==> config.mk <==
export PLATFORM = sky130hd
export DESIGN_NAME = pipe_hazard_ctl
export DESIGN_NICKNAME = d
export VERILOG_FILES = /design/src/rtl/pipe_pkg.sv /design/src/rtl/pipe_hazard_ctl_fwd_sel.sv /design/src/rtl/pipe_hazard_ctl.sv
export SDC_FILE = /design/constraint.sdc
export NUM_CORES = 1
export LEC_CHECK = 0
export CAP_MARGIN = 20
export CORE_AREA = 2 2 77 79
export CTS_CLUSTER_DIAMETER = 120
export DETAILED_ROUTE_END_ITERATION = 12
export DIE_AREA = 0 0 79 81
export HOLD_SLACK_MARGIN = 0.06
export PLACE_DENSITY = 0.7
export SLEW_MARGIN = 20
export SYNTH_ARGS = -nofsm -noshare
export SYNTH_HDL_FRONTEND = slang
export SYNTH_SLANG_ARGS = --single-unit
==> constraint.sdc <==
create_clock -name clock -period 2.1 [get_ports clock]
set_input_delay 0.21 -clock clock [delete_from_list [all_inputs] [get_ports clock]]
set_output_delay 0.21 -clock clock [all_outputs]
set_load 0.02 [all_outputs]
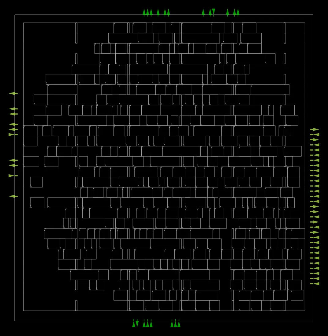
placement.png
flip-flops: 27
Finished Core Util: 63.40%

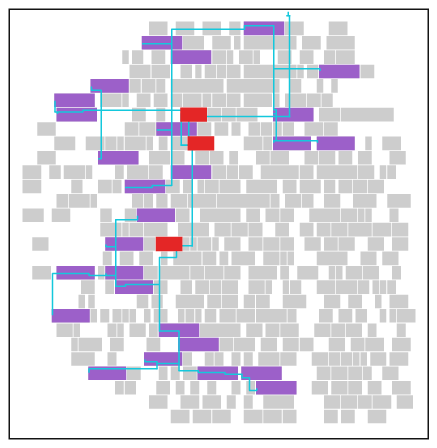
clk_routes.png
[cyan] clock wires | length: 354 um
[purple] flip-flops | count: 27
[red] clock drivers | count: 3
routed clock nets	4
Clock power frac: 24.1%
clk latency late pin: 0.28 ns

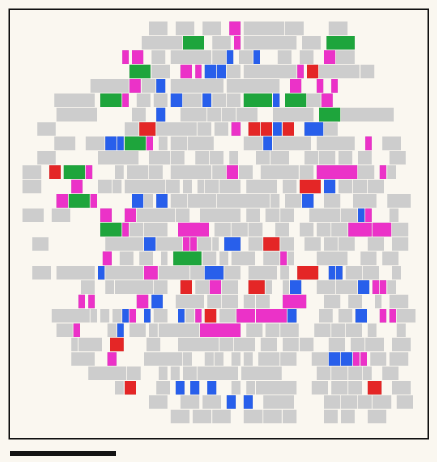
logic_types.png
The bar under the picture is 20 um long.
color	family	cells
green	multiplexers	12
blue	NAND gates	41
red	AND and OR gates	15
magenta	NOR gates	54
final cell count without fillers: 463
Commonest Layout Cell: buf_4
Comb/total area: 48.16%

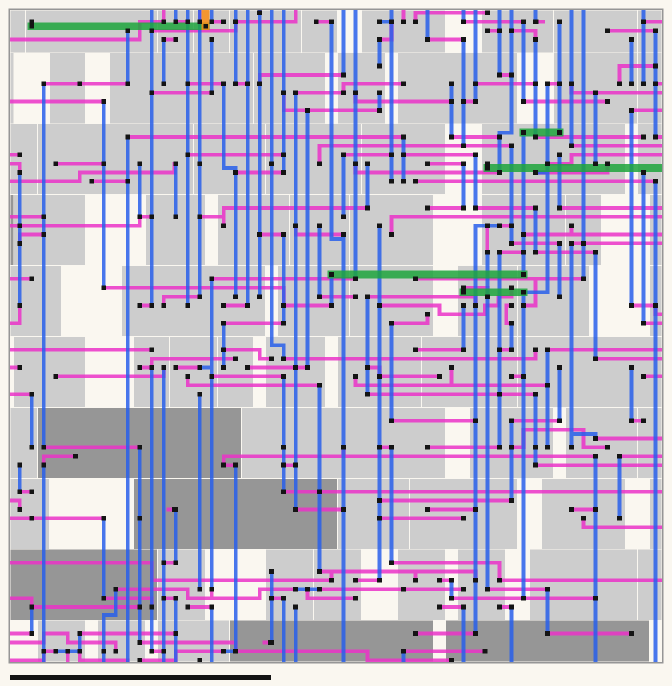
detail.png
The bar under the picture is 10 um long. Region (27, 12) to (52, 37) um. Cells in gray, sequential cells in the stronger gray; small squares are vias.
color	layer
green	metal 3
orange	metal 4
blue	metal 2
magenta	metal 1
cells with their middle in the window	64
most frequent	buf_4 (11), o21ai_0 (6), a21oi_1 (5)
sequential cells in the window	5

==> flow_summary_export.csv <==
group,metric,value,unit
synthesis,edf_count,0,
die,io_pins,61,
critical_path,r2r_cells,8,
routing,vias,2463,
clocking,cts_max_level,1,
die,die_h,81,um
final_timing,finalHoldViolCount,0,
placed_design,gp_congestion,0.8821,
finish,largest_reg_flops,16,
critical_path,slowest_delay,0.38,ns
synthesis,synth.net_count,300,
routing,avgRoutedWirePerCell,15.23,um
critical_path,end_kind,"flop",
finish,drive_above_1_share,37.37,%
synthesis,ys_async_sr_fraction,0,%
finish,syn_to_final_growth,67.11,%
die,num_rows,28,
clocking,cts_tree,"yes",
run_status,status,"finished with violations",
critical_path,required,2.28,ns
global_route,antenna_found_initial,0,
routing,drc,0,
die,fp_util,37.94,%
critical_path,r2r_slack,-0.03,ns
worst_hold_path,hp-class,"primary input to flop",
power_and_ir_drop,leakage,1.475,nW
synthesis,synth_area,2153,sq um
job,cap_violations,0,
clocking,clk_path_buf_depth,2,
finish,antenna_cells,0,
critical_path,critical_path_class,"flop to flop",
die,chipWidth,79,um
final_timing,skew,0.006792,ns
die,core,5675,sq um
job,warning_count,29,
clocking,clkTransAtPathRegs,0.10,ns
die,chip_area,6399,sq um
final_timing,max_freq,470.5,MHz
final_timing,fin_ws,-0.02557,ns
global_route,grt_max_degree,40,
critical_path,crit_chain,"buf_6, nor4bb_1, a31oi_1, o21ai_2, a22oi_4, buf_6, a2111oi_4, mux2_4",
synthesis,ys_chip_area,2153,sq um
synthesis,ys_seq_share,25.10,%
power_and_ir_drop,ir_drop,0.0002267,V
synthesis,netlist_instances,262,
routing,drt_wl_total,7051,um
synthesis,synth_area_per_cell,8.219,sq um
critical_path,slowest_stage,"a2111oi_4",
critical_path,start_kind,"flop",
final_timing,finalCritPeriodShare,101.2,%
synthesis,synth-seq-cells,27,
routing,drtPass1Iterations,4,
global_route,grt_usage,20.95,%
final_timing,setup_viol,1,
final_timing,slew_headroom,71.58,%
critical_path,path_max_fanout,5,
clocking,clock-sinks,27,
finish,fillCellCount,484,
global_route,overflow,0,
finish,finalNetCount,427,
routing,postRouteAntennaNets,0,
routing,top_layer,"met4",
final_timing,setup_tns,-0.02557,ns
final_timing,slew_violations,0,
routing,route.met2.wl,3409,um
final_timing,min_period,2.126,ns
placed_design,io_buffers,60,
synthesis,ys_types,59,
routing,first_iter_violations,111,
clocking,cts_inserted_buffers,3,
synthesis,synth-main-ff-cell,"dfxtp_1",
global_route,grt_pass1_vias,2418,
final_timing,worst_pin_slew,0.4231,ns
routing,via_per_inst,5.320,
synthesis,yosys_warnings,0,
worst_hold_path,whs_path_depth,3,
critical_path,path_common_cell,"buf_6",
routing,wl_met3,357,um
power_and_ir_drop,p_per_area,353.0,nW/um^2
final_timing,rsz0062_at_grt,"yes",
placed_design,dp_hpwl,5028,um
run_status,violations,"setup timing",
placed_design,dp.cells,449,
routing,wl_met1,3185,um
global_route,grt_pass1_wl,10870,um
critical_path,critPathArrivalTime,2.30,ns
synthesis,ys_cells,262,
clocking,root_buffer,"clkbuf_8",
## repair_timing
| item | 4_1_cts | 5_1_grt |
|---|---|---|
| gates resized | 60 | 50 |
| hold buffers | 0 | 0 |
| pin swaps | 19 | 22 |
| cloned | 0 | 0 |
| setup endpoints to repair | 29 | 21 |
| buffers inserted | 7 | 3 |
## metrics by stage
stage	hold WS [ns]	util [%]	worst slack, ns	power, W	instance area, sq um
4_1_cts	0.4835	61.35	-0.007275	0.001257	3482
3_5_place_dp	0.5204	57.76	-0.6036	0.0009367	3278
6_report	0.4788	63.40	-0.02557	0.001270	3598
2_1_floorplan	0.3577	-	0.05403	0.0007478	2157
5_1_grt	0.5105	63.40	-0.1087	0.001332	3598
3_3_place_gp	0.5065	57.76	-0.5587	0.0009281	3278
## cell families (layout without fill, tap and decap cells)
| family | count (synthesis) | count (layout) | share of synthesized area [%] |
|---|---|---|---|
| xor+xnor | 27 | 27 | 10.98 |
| buf+inv | 18 | 144 | 3.777 |
| compound gates | 65 | 65 | 24.23 |
| flops | 27 | 27 | 25.10 |
| simple gates | 110 | 110 | 27.89 |
| fa+ha+maj | 3 | 3 | 1.743 |
| mux | 12 | 12 | 6.275 |
## layer usage
metal | up-vias | global-route usage (%)
li1 | 1219 | -
met1 | 1158 | 26.88
met2 | 78 | 37.63
met3 | 8 | 2.333
met4 | 0 | 5.172
met5 | - | 0
## cells in the mapped netlist, drive strengths merged (3+ instances only)
master   instances  area share (%)
o21ai           12             3.5
mux2            12             6.3
and4             3             1.3
xor2             9             3.7
nor2b           13             3.8
dfxtp           27              25
nand2           15             2.6
inv              8             1.4
nor4             3             1.6
nor2            29             5.1
a21oi           17             4.0
a211oi           4             1.4
or2              4             1.2
and3             4             1.2
a2111oi          5             4.1
nor3             6             1.6
xnor2           18             7.3
clkbuf           4            0.70
nand3           14             3.5
nand4            9             2.6
ha               3             1.7
o211ai           8             2.8
buf              6             1.7
## worst max-delay path, delay by kind of cell, from the launching register on
kind            cells  cell delay (ns)
mux                 1             0.33
buf+inv             2             0.29
simple gates        1             0.26
flops               1             0.34
compound gates      4             0.80
## final cells by class
cell class	count	area (sq um)	area share [%]
clock buffers	4	45.04	1.252
inverters	8	30.03	0.8345
multi-input cells	217	1733	48.16
flip-flops and latches	27	560.5	15.58
well taps	75	93.84	2.608
repair buffers	132	1136	31.57
## report_power, final
group          total (W)  switching, W  internal, W
clock network   0.000306      0.000169     0.000136
logic           0.000410      0.000195     0.000214
registers       0.000555     0.0000234     0.000532
## placed cells by master (no fill, tap or decap), types with 11 or more instances in the layout
master / Yosys / routed
clkdlybuf4s50_1: 0 / 34
dfxtp_2: 0 / 16
nor2b_1: 13 / 13
a21oi_1: 17 / 16
nand3_1: 13 / 12
nand2_1: 15 / 12
xnor2_1: 18 / 15
buf_4: 3 / 64
nor2_1: 29 / 28
dlygate4sd2_1: 0 / 13
dfxtp_1: 27 / 11
Power is estimated from default activity; no workload was simulated.
